==> config.mk <==
export PLATFORM = sky130hd
export DESIGN_NAME = mem_access_unit
export DESIGN_NICKNAME = d
export VERILOG_FILES = /design/src/rtl/mem_access_unit.sv
export SDC_FILE = /design/constraint.sdc
export NUM_CORES = 1
export LEC_CHECK = 0
export ABC_AREA = 1
export CORE_MARGIN = 5
export CORE_UTILIZATION = 39
export DETAILED_ROUTE_END_ITERATION = 10
export MAX_ROUTING_LAYER = met4
export PLACE_DENSITY = 0.87
export SYNTH_ARGS = -nofsm -noshare
export SYNTH_HDL_FRONTEND = slang
export SYNTH_SLANG_ARGS = --single-unit
==> constraint.sdc <==
create_clock -name clk -period 2 [get_ports clk]
set_input_delay 0.3 -clock clk [delete_from_list [all_inputs] [get_ports clk]]
set_output_delay 0.3 -clock clk [all_outputs]
set_load 0.005 [all_outputs]
==> src/rtl/mem_access_unit.sv <==
// MEM stage: drives load/store over a req/ack data bus, stalls upstream while busy,
// and registers the MEM/WB pipeline fields. Timeouts and misaligned accesses abort with bus_err.
module mem_access_unit #(
    parameter int unsigned TIMEOUT = 16
) (
    input  logic        clk,
    input  logic        rst,
    input  logic        Reg_Write_MEM,
    input  logic        memWrite_MEM,
    input  logic        memRead_MEM,
    input  logic        memToReg_MEM,
    input  logic        writePC_MEM,
    input  logic [4:0]  Write_Reg_MEM,
    input  logic [31:0] Read_Data2_MEM,
    input  logic [31:0] ALUout_MEM,
    input  logic [31:0] PC_MEM,
    output logic        dmem_req,
    output logic        dmem_we,
    output logic [31:0] dmem_addr,
    output logic [31:0] dmem_wdata,
    input  logic        dmem_ack,
    input  logic [31:0] dmem_rdata,
    output logic        stall_MEM,
    output logic        bus_err,
    output logic        Reg_Write_WB,
    output logic        memToReg_WB,
    output logic        writePC_WB,
    output logic [4:0]  Write_Reg_WB,
    output logic [31:0] Read_Data_WB,
    output logic [31:0] ALUout_WB,
    output logic [31:0] PC_WB
);

    localparam int unsigned CW = (TIMEOUT > 1) ? $clog2(TIMEOUT) : 1;
    localparam logic [CW-1:0] CNT_LAST = CW'(TIMEOUT - 1);

    localparam logic [1:0] IDLE = 2'd0;
    localparam logic [1:0] WAIT = 2'd1;
    localparam logic [1:0] DONE = 2'd2;

    logic [1:0]    r_state, w_state_nxt;
    logic [CW-1:0] r_cnt, w_cnt_nxt;
    logic [31:0]   r_rdata, w_rdata_nxt;
    logic          r_err, w_err_nxt;
    logic          w_req_nxt, w_bus_err_nxt;

    logic w_access, w_misaligned, w_load, w_done_err, w_done_ok;

    assign w_access     = memRead_MEM | memWrite_MEM;
    assign w_misaligned = w_access & (ALUout_MEM[1:0] != 2'b00);
    assign w_load       = memRead_MEM & ~memWrite_MEM;
    assign w_done_err   = (r_state == DONE) & r_err;
    assign w_done_ok    = (r_state == DONE) & ~r_err;

    // Reset forces stall low so the upstream pipeline sees all-zero outputs while held.
    assign stall_MEM  = rst & (((r_state == IDLE) & w_access) | (r_state == WAIT));
    assign dmem_we    = dmem_req & memWrite_MEM;
    assign dmem_addr  = dmem_req ? ALUout_MEM : 32'h0;
    assign dmem_wdata = dmem_req ? Read_Data2_MEM : 32'h0;

    // Access sequencing: IDLE -> WAIT (or DONE when misaligned) -> DONE -> IDLE.
    always_comb begin
        w_state_nxt = r_state;
        w_cnt_nxt   = r_cnt;
        w_rdata_nxt = r_rdata;
        w_err_nxt   = r_err;
        case (r_state)
            IDLE: begin
                if (w_access) begin
                    w_cnt_nxt   = '0;
                    w_rdata_nxt = 32'h0;
                    w_err_nxt   = w_misaligned;
                    w_state_nxt = w_misaligned ? DONE : WAIT;
                end
            end
            WAIT: begin
                if (dmem_ack) begin
                    w_state_nxt = DONE;
                    w_err_nxt   = 1'b0;
                    w_rdata_nxt = w_load ? dmem_rdata : 32'h0;
                end else if (r_cnt == CNT_LAST) begin
                    w_state_nxt = DONE;
                    w_err_nxt   = 1'b1;
                end else begin
                    w_cnt_nxt = r_cnt + CW'(1);
                end
            end
            DONE:    w_state_nxt = IDLE;
            default: w_state_nxt = IDLE;
        endcase
        w_req_nxt     = (w_state_nxt == WAIT);
        w_bus_err_nxt = (w_state_nxt == DONE) & w_err_nxt;
    end

    always_ff @(posedge clk or negedge rst) begin
        if (!rst) begin
            r_state  <= IDLE;
            r_cnt    <= '0;
            r_rdata  <= 32'h0;
            r_err    <= 1'b0;
            dmem_req <= 1'b0;
            bus_err  <= 1'b0;
        end else begin
            r_state  <= w_state_nxt;
            r_cnt    <= w_cnt_nxt;
            r_rdata  <= w_rdata_nxt;
            r_err    <= w_err_nxt;
            dmem_req <= w_req_nxt;
            bus_err  <= w_bus_err_nxt;
        end
    end

    // MEM/WB register: bubble while stalled, error kills register/PC writeback.
    always_ff @(posedge clk or negedge rst) begin
        if (!rst) begin
            Reg_Write_WB <= 1'b0;
            memToReg_WB  <= 1'b0;
            writePC_WB   <= 1'b0;
            Write_Reg_WB <= 5'h0;
            Read_Data_WB <= 32'h0;
            ALUout_WB    <= 32'h0;
            PC_WB        <= 32'h0;
        end else if (stall_MEM) begin
            Reg_Write_WB <= 1'b0;
            memToReg_WB  <= 1'b0;
            writePC_WB   <= 1'b0;
            Write_Reg_WB <= 5'h0;
            Read_Data_WB <= 32'h0;
            ALUout_WB    <= 32'h0;
            PC_WB        <= 32'h0;
        end else begin
            Reg_Write_WB <= Reg_Write_MEM & ~w_done_err;
            memToReg_WB  <= memToReg_MEM;
            writePC_WB   <= writePC_MEM & ~w_done_err;
            Write_Reg_WB <= Write_Reg_MEM;
            Read_Data_WB <= w_done_ok ? r_rdata : 32'h0;
            ALUout_WB    <= ALUout_MEM;
            PC_WB        <= PC_MEM;
        end
    end

endmodule

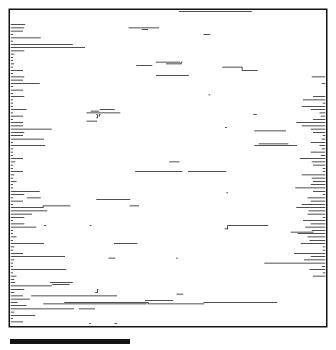
Figure 1: signal wires on met3.
The bar under the picture is 50 µm long.
wire length on this layer: 1310 µm
longest straight run: 42.8 µm

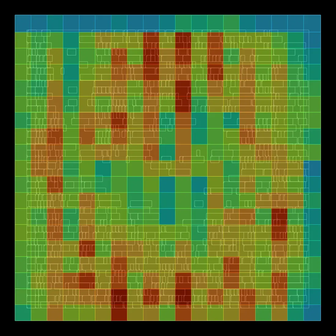
Figure 2: congestion heat map.
met3 GRT Util: 0.0512
GRT met2 Usage: 0.383
gr busiest metal: met2
Layout Utilization: 0.678
DR WL/cell: 15.7 µm

==> GITHUB_STEP_SUMMARY <==
### Metrics collected by this job

| Metric | Value |
|---|---|
| DR WL met3 | `1310 µm` |
| Nonclk inv count | `around 180` |
| Reg2reg setup slack | `between 0.3 and 0.4 ns` |
| TritonCTS buffer count | `17` |
| Initial DRC Count | `around 220` |
| Die footprint | `roughly 17000 µm²` |
| Clock latency on the worst-skew pair | `approximately 0.4 ns` |
| # Cells Yosys | `669` |
| Commonest cells post-synth | `inv_1, dfrtp_1, nand2_1` |
| Final setup fails | `24` |
| Most frequent cells in the layout | `clkdlybuf4s50_1, inv_1, dfrtp_1` |
| First-pass DRT Iterations | `4` |
| Crit path buffers/inverters | `4` |
| Initial antenna violation count | `0` |
| Pwr Total | `around 8.2 mW` |
| Signal buf overhead | `0.347` |
| Adder-Cell Fraction of Synth Area | `0.00217` |
| DR top layer | `met4` |
| Setup bufs post-CTS | `3` |
| NumNets Final | `1131` |
| Max-slew violations | `0` |
| PD cells | `approximately 830 nW/µm²` |
| Clock Power | `approximately 3 mW` |
| Vias in the first global route | `between 5000 and 6000` |
| P_int | `between 6 and 7 mW` |
| Flop pwr share | `0.399` |
| Synth Instances | `roughly 670` |
| Met2 wire len | `roughly 10000 µm` |
| Least-Margin Pin Slew | `between 0.7 and 0.8 ns` |
| Placed cell count | `between 1000 and 1500` |
| Area share of the largest cell type after synthesis | `0.629` |
| Status | `complete, but fails checks` |
| Switching Power | `2.19 mW` |
| Via count | `between 5000 and 6000` |
| Sequential share of cell area | `0.368` |
| Combinational share of cell area | `0.135` |
| Flip-flops with a built-in enable | `0` |
| Drt total wl | `18600 µm` |
| Failing checks | `setup timing` |
| CTS Sinks | `~150` |
| RSZ-0062 raised after global routing | `true` |
| Synth warn | `0` |
| Worst endpoint required time | `~1.7 ns` |
| FF-to-FF Start | `r_state[0]$_DFF_PN0_` |
| CP Cell Sequence | `buf_4, buf_16, nand2_1, inv_1, clkdlybuf4s50_1` |
| FP Rows | `roughly 44` |
| CTS tree | `yes` |
| Clkbuf count | `20` |
| Leak pwr | `5.27 nW` |
| DP Area | `approximately 9100 µm²` |
| OpenROAD warnings | `30` |
| Final worst path period share | `1.01` |
| Multi-input gates | `between 300 and 400` |
| Clock skew | `between 0.006 and 0.007 ns` |
| Clock slew at reported path FFs | `approximately 0.06 ns` |
| CP Launch Point | `dmem_req$_DFF_PN0_` |
| Flop+latch power | `around 3.3 mW` |
| Dominant logic cell type in the layout | `clkdlybuf4s50_1` |
| CTS H-tree lvls | `4` |
| Crit-path max FO | `16` |
| Die H | `approximately 130 µm` |
| Flops | `145` |
| Top delay family on crit path | `buffers and inverters` |
| Finished Layout Cells | `approximately 1200` |
| CP Data Arrival Time | `about 1.7 ns` |
| Chip width | `132 µm` |
| Via-to-Cell Ratio | `4.46` |
| Slowest stage delay, CP | `between 0.4 and 0.5 ns` |
| Avg Synthesized Cell Area | `between 8 and 9 µm²` |
| # DRC | `0` |
| Synth logic family | `simple AND/OR/NAND/NOR gates` |
| Signal buffers | `331` |
| Biggest Area Class | `flip-flops and latches` |
| GP Congestion | `between 0.9 and 1` |
| Comb power frac | `0.236` |
| Cell with the biggest individual delay on the critical path | `clkdlybuf4s50_1` |
| Buffers on Ports | `between 300 and 400` |
| Finished Cell Area | `between 9000 and 10000 µm²` |
| Worst slack, placed | `-0.109 ns` |
| Ant. Diodes | `0` |
| Synth-to-layout area growth | `70.9%` |
| Cell type with the largest total area | `dfrtp_1` |
| Yosys simple share | `0.189` |
| Clock network share of area | `0.0583` |
| Worst Slack Setup Final | `-0.0185 ns` |
| Post-synth ARST share | `1.00` |
| Hold Violations, Final | `0` |
| Clock tree buffer depth | `2` |
| Worst VDD drop | `approximately 0.56 mV` |
| Levels on crit path | `5` |
| Main flop type | `dfrtp_1` |
| Layout cells sized above 1 | `0.0579` |
| First-pass GRT wire length | `29000 µm` |
| Largest net degree at the start of global routing | `around 150` |
No activity file was given, so power comes from the tool's default toggle rates.
